`src/rtl/mm_reg_master_pkg.sv`:
```
// Shared types and constants for the MM register initiator.
package mm_reg_master_pkg;

    localparam int MM_ADDR_W = 10;
    localparam int MM_DATA_W = 64;

    // Value returned to the host when a read receives no data in time.
    localparam logic [MM_DATA_W-1:0] DEFAULT_TIMEOUT_DATA = 64'hDEAD_BEEF_DEAD_BEEF;

    typedef enum logic [1:0] {
        IDLE,
        ISSUE,
        WAIT_RD,
        RESP
    } mmState_e;

    typedef struct packed {
        logic                 write;
        logic [MM_ADDR_W-1:0] addr;
        logic [MM_DATA_W-1:0] wdata;
    } mmReq_t;

endpackage

```
`src/rtl/mm_reg_master.sv`:
```
// Single-outstanding register bus initiator: one request in, one strobe out,
// bounded wait for read data, one-cycle response back to the host.
module mm_reg_master
    import mm_reg_master_pkg::*;
#(
    parameter logic [15:0]          pTIMEOUT      = 16'd64,
    parameter logic [MM_DATA_W-1:0] pTIMEOUT_DATA = DEFAULT_TIMEOUT_DATA
) (
    input  logic                 iCLK_100M,
    input  logic                 iRST_100M_n,
    input  logic                 iREQ_VALID,
    output logic                 oREQ_READY,
    input  logic                 iREQ_WRITE,
    input  logic [MM_ADDR_W-1:0] iREQ_ADDR,
    input  logic [MM_DATA_W-1:0] iREQ_WDATA,
    output logic                 oRSP_VALID,
    output logic [MM_DATA_W-1:0] oRSP_RDATA,
    output logic                 oRSP_TIMEOUT,
    output logic [MM_ADDR_W-1:0] oMM_ADDRESS,
    output logic [MM_DATA_W-1:0] oMM_WR_DATA,
    output logic                 oMM_WR_EN,
    output logic                 oMM_RD_EN,
    input  logic [MM_DATA_W-1:0] iMM_RD_DATA,
    input  logic                 iMM_RD_DATA_V,
    output logic [15:0]          oTIMEOUT_CNT
);

    mmState_e             stateReg, stateNext;
    mmReq_t               reqReg, reqNext;
    logic [15:0]          timerReg, timerNext;
    logic                 readyReg, readyNext;
    logic                 wrEnReg, wrEnNext;
    logic                 rdEnReg, rdEnNext;
    logic                 rspValidReg, rspValidNext;
    logic [MM_DATA_W-1:0] rspRdataReg, rspRdataNext;
    logic                 rspTimeoutReg, rspTimeoutNext;
    logic [15:0]          timeoutCntReg, timeoutCntNext;

    // State, holding registers and every output are flops; ready comes out of reset high.
    always_ff @(posedge iCLK_100M) begin
        if (!iRST_100M_n) begin
            stateReg      <= IDLE;
            reqReg        <= '0;
            timerReg      <= '0;
            readyReg      <= 1'b1;
            wrEnReg       <= 1'b0;
            rdEnReg       <= 1'b0;
            rspValidReg   <= 1'b0;
            rspRdataReg   <= '0;
            rspTimeoutReg <= 1'b0;
            timeoutCntReg <= '0;
        end else begin
            stateReg      <= stateNext;
            reqReg        <= reqNext;
            timerReg      <= timerNext;
            readyReg      <= readyNext;
            wrEnReg       <= wrEnNext;
            rdEnReg       <= rdEnNext;
            rspValidReg   <= rspValidNext;
            rspRdataReg   <= rspRdataNext;
            rspTimeoutReg <= rspTimeoutNext;
            timeoutCntReg <= timeoutCntNext;
        end
    end

    // Next state plus next output values; outputs are computed one cycle
    // ahead so they appear registered in the state they belong to.
    always_comb begin
        stateNext      = stateReg;
        reqNext        = reqReg;
        timerNext      = timerReg;
        wrEnNext       = 1'b0;
        rdEnNext       = 1'b0;
        rspValidNext   = 1'b0;
        rspRdataNext   = '0;
        rspTimeoutNext = 1'b0;
        timeoutCntNext = timeoutCntReg;

        case (stateReg)
            IDLE: begin
                if (iREQ_VALID && readyReg) begin
                    reqNext.write = iREQ_WRITE;
                    reqNext.addr  = iREQ_ADDR;
                    reqNext.wdata = iREQ_WDATA;
                    wrEnNext      = iREQ_WRITE;
                    rdEnNext      = !iREQ_WRITE;
                    stateNext     = ISSUE;
                end
            end
            ISSUE: begin
                if (reqReg.write) begin
                    // Writes complete immediately with a zero, non-timeout response.
                    rspValidNext = 1'b1;
                    stateNext    = RESP;
                end else begin
                    timerNext = pTIMEOUT;
                    stateNext = WAIT_RD;
                end
            end
            WAIT_RD: begin
                if (iMM_RD_DATA_V) begin
                    // Data takes priority over an expiring timer.
                    rspValidNext = 1'b1;
                    rspRdataNext = iMM_RD_DATA;
                    stateNext    = RESP;
                end else if (timerReg == 16'd1) begin
                    rspValidNext   = 1'b1;
                    rspTimeoutNext = 1'b1;
                    rspRdataNext   = pTIMEOUT_DATA;
                    stateNext      = RESP;
                    if (timeoutCntReg != 16'hFFFF) begin
                        timeoutCntNext = timeoutCntReg + 16'd1;
                    end
                end else begin
                    timerNext = timerReg - 16'd1;
                end
            end
            RESP: begin
                stateNext = IDLE;
            end
            default: begin
                stateNext = IDLE;
            end
        endcase
    end

    assign readyNext = (stateNext == IDLE);

    assign oREQ_READY   = readyReg;
    assign oRSP_VALID   = rspValidReg;
    assign oRSP_RDATA   = rspRdataReg;
    assign oRSP_TIMEOUT = rspTimeoutReg;
    assign oMM_ADDRESS  = reqReg.addr;
    assign oMM_WR_DATA  = reqReg.wdata;
    assign oMM_WR_EN    = wrEnReg;
    assign oMM_RD_EN    = rdEnReg;
    assign oTIMEOUT_CNT = timeoutCntReg;

endmodule

```
`config.mk`:
```
export PLATFORM = sky130hd
export DESIGN_NAME = mm_reg_master
export DESIGN_NICKNAME = d
export VERILOG_FILES = /design/src/rtl/mm_reg_master_pkg.sv /design/src/rtl/mm_reg_master.sv
export SDC_FILE = /design/constraint.sdc
export NUM_CORES = 1
export LEC_CHECK = 0
export ABC_AREA = 0
export CORE_MARGIN = 1.5
export CORE_UTILIZATION = 45
export DETAILED_ROUTE_END_ITERATION = 16
export GPL_TIMING_DRIVEN = 0
export PLACE_DENSITY = 0.85
export SLEW_MARGIN = 20
export SYNTH_ARGS = -nofsm -noshare
export SYNTH_HDL_FRONTEND = slang
export SYNTH_SLANG_ARGS = --single-unit
```
`constraint.sdc`:
```
create_clock -name iCLK_100M -period 4.5 [get_ports iCLK_100M]
set_clock_uncertainty 0.05 [all_clocks]
set_input_delay 0.675 -clock iCLK_100M [delete_from_list [all_inputs] [get_ports iCLK_100M]]
set_output_delay 0.675 -clock iCLK_100M [all_outputs]
set_load 0.05 [all_outputs]
```
Fig. 1: M1 wires
Scale: 3 px per um. Supply wires on this layer in gray.
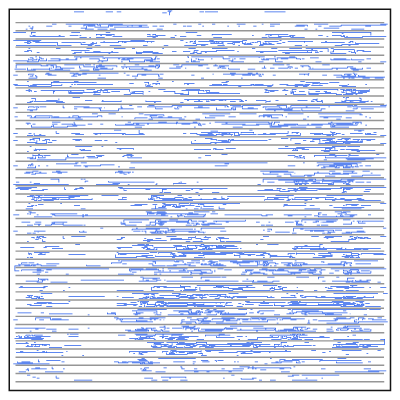
main direction: horizontal
share of all routed wire: 38%
nets with wire on the layer: 1139
GRT met1 Usage: 0.265
Vias: 6545
final wirelength: 19900 um

Fig. 2: the metal 2 layer
Scale: 2 px per um. Cells faint in the background.
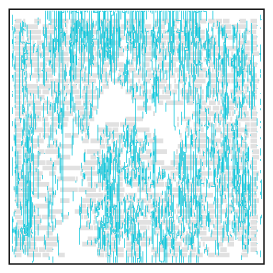
wire length on this layer: 9860 um
longest straight run: 86.0 um
nets with wire on the layer: 1080

Fig. 3: signal wires on met3
Scale: 3 px per um.
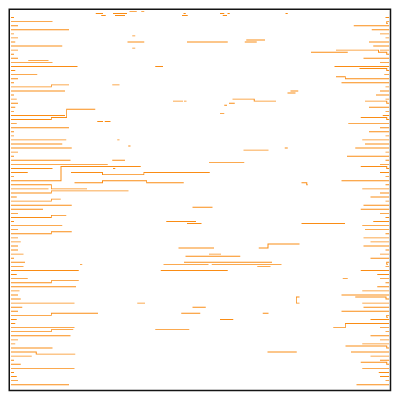
nets with wire on the layer: 223
longest straight run: 32.0 um
main direction: horizontal
met3 Track Usage GR: 0.0865

Fig. 4: M4 wires
Scale: 3 px per um. Supply wires on this layer in gray.
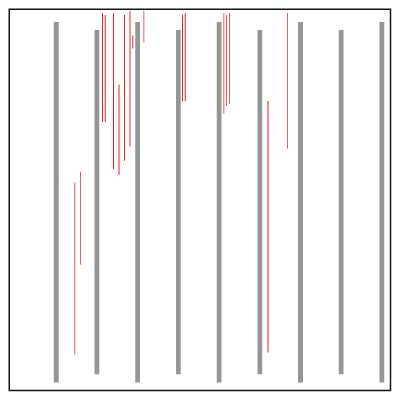
main direction: vertical
nets with wire on the layer: 15
wire length on this layer: 628 um

Fig. 5: placed standard cells
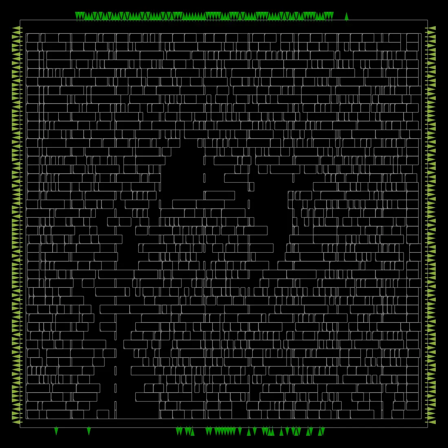
flop count: 178
core region area: 14700 um^2
# Taps: 184
flop share of the area: 0.333
fill cell count: 1127

==> out/metrics.cfg <==
[run_status]
status=finished clean

[global_routing]
grt_use_total=0.247

[clock_network]
post_cts_resized=0
clkSlewWorstSetupHoldPaths_ps=60
cts_buffer_depth=2
clock_sinks=178
cts_setup_buffers=0

[cells_and_area]
syn2layout_area_growth_pct=55.6
utilization=0.728
dominant_cells=buffers

[synthesis]
yosysMostFrequentCell=nand2_1
aoi_share=0.0965
logic_family=simple AND/OR/NAND/NOR gates
ys_chip_area_um2=6880
edf_count=0

[timing]
hold_viol=0

[job]
timing.max_cap.violations=0

[critical_path]
crit_chain=inv_1, ha_1, clkbuf_1, nand3b_1, nor3_1, nand3_2, clkbuf_1, o31ai_1, a21oi_1
path_common_cell=clkbuf_1
r2r_slack_ps=1750

[detailed_routing]
drcViolationCount=0

[placement]
place_congestion=0.886

[power_and_ir_drop]
p_sw_mw=2.22

layout by cell type (no fill, tap or decap), types with 5 or more instances in the layout:
master,Yosys,layout
nand2_1,262,262
clkbuf_16,0,17
nand3_1,10,10
nor3_1,6,6
nor4_1,7,7
or4_1,6,6
ha_1,6,6
a211oi_1,6,6
inv_1,8,8
clkdlybuf4s50_1,0,301
xnor2_1,15,15
o21ai_0,8,8
buf_4,74,74
a21oi_1,89,89
or3_1,6,6
and2_1,19,19
clkbuf_1,41,44
nor2_1,27,27
dfxtp_1,178,178
o31ai_1,5,5
nand4_1,5,5
per-stage QoR:
step,instance area (um^2),power [mW]
after floorplan,6880,3.69
after global placement,10100,4.39
after detailed placement,10100,4.44
after CTS,10700,5.90
after global routing,10700,6.18
final,10700,5.86
cell families (layout without fill, tap and decap cells):
logic type                 count (synthesis)  in the layout
and+or+nand+nor                          369            369
DFF                                      178            178
buffers and inverters                    130            462
AOI/OAI and AO/OA                        120            120
xor gates and xnor gates                  17             17
adders and majority gates                  6              6
muxes                                      3              3
path summary, 6_finish.rpt:
check                          end  cells past startpoint            start
setup / recovery  oTIMEOUT_CNT[11]                      9      stateReg[0]
hold / removal     oMM_WR_DATA[21]                      2  oMM_WR_DATA[21]
setup reg to reg  oTIMEOUT_CNT[11]                      9      stateReg[0]
hold reg to reg    oMM_WR_DATA[21]                      2  oMM_WR_DATA[21]
worst min-delay path: stages (launching register included):
cell and delay (ps):
dfxtp_1 310, nand2_1 50, a21oi_1 50
per-layer routing:
| metal | wire (um) | share of wire | global-route usage |
|---|---|---|---|
| met5 | 0 | 0 | 0 |
| met4 | 627 | 0.032 | 0.110 |
| met1 | 7500 | 0.38 | 0.265 |
| met2 | 9860 | 0.50 | 0.439 |
| met3 | 1900 | 0.096 | 0.0865 |
Power figures rest on the tool's default switching activity, not on a simulated workload.
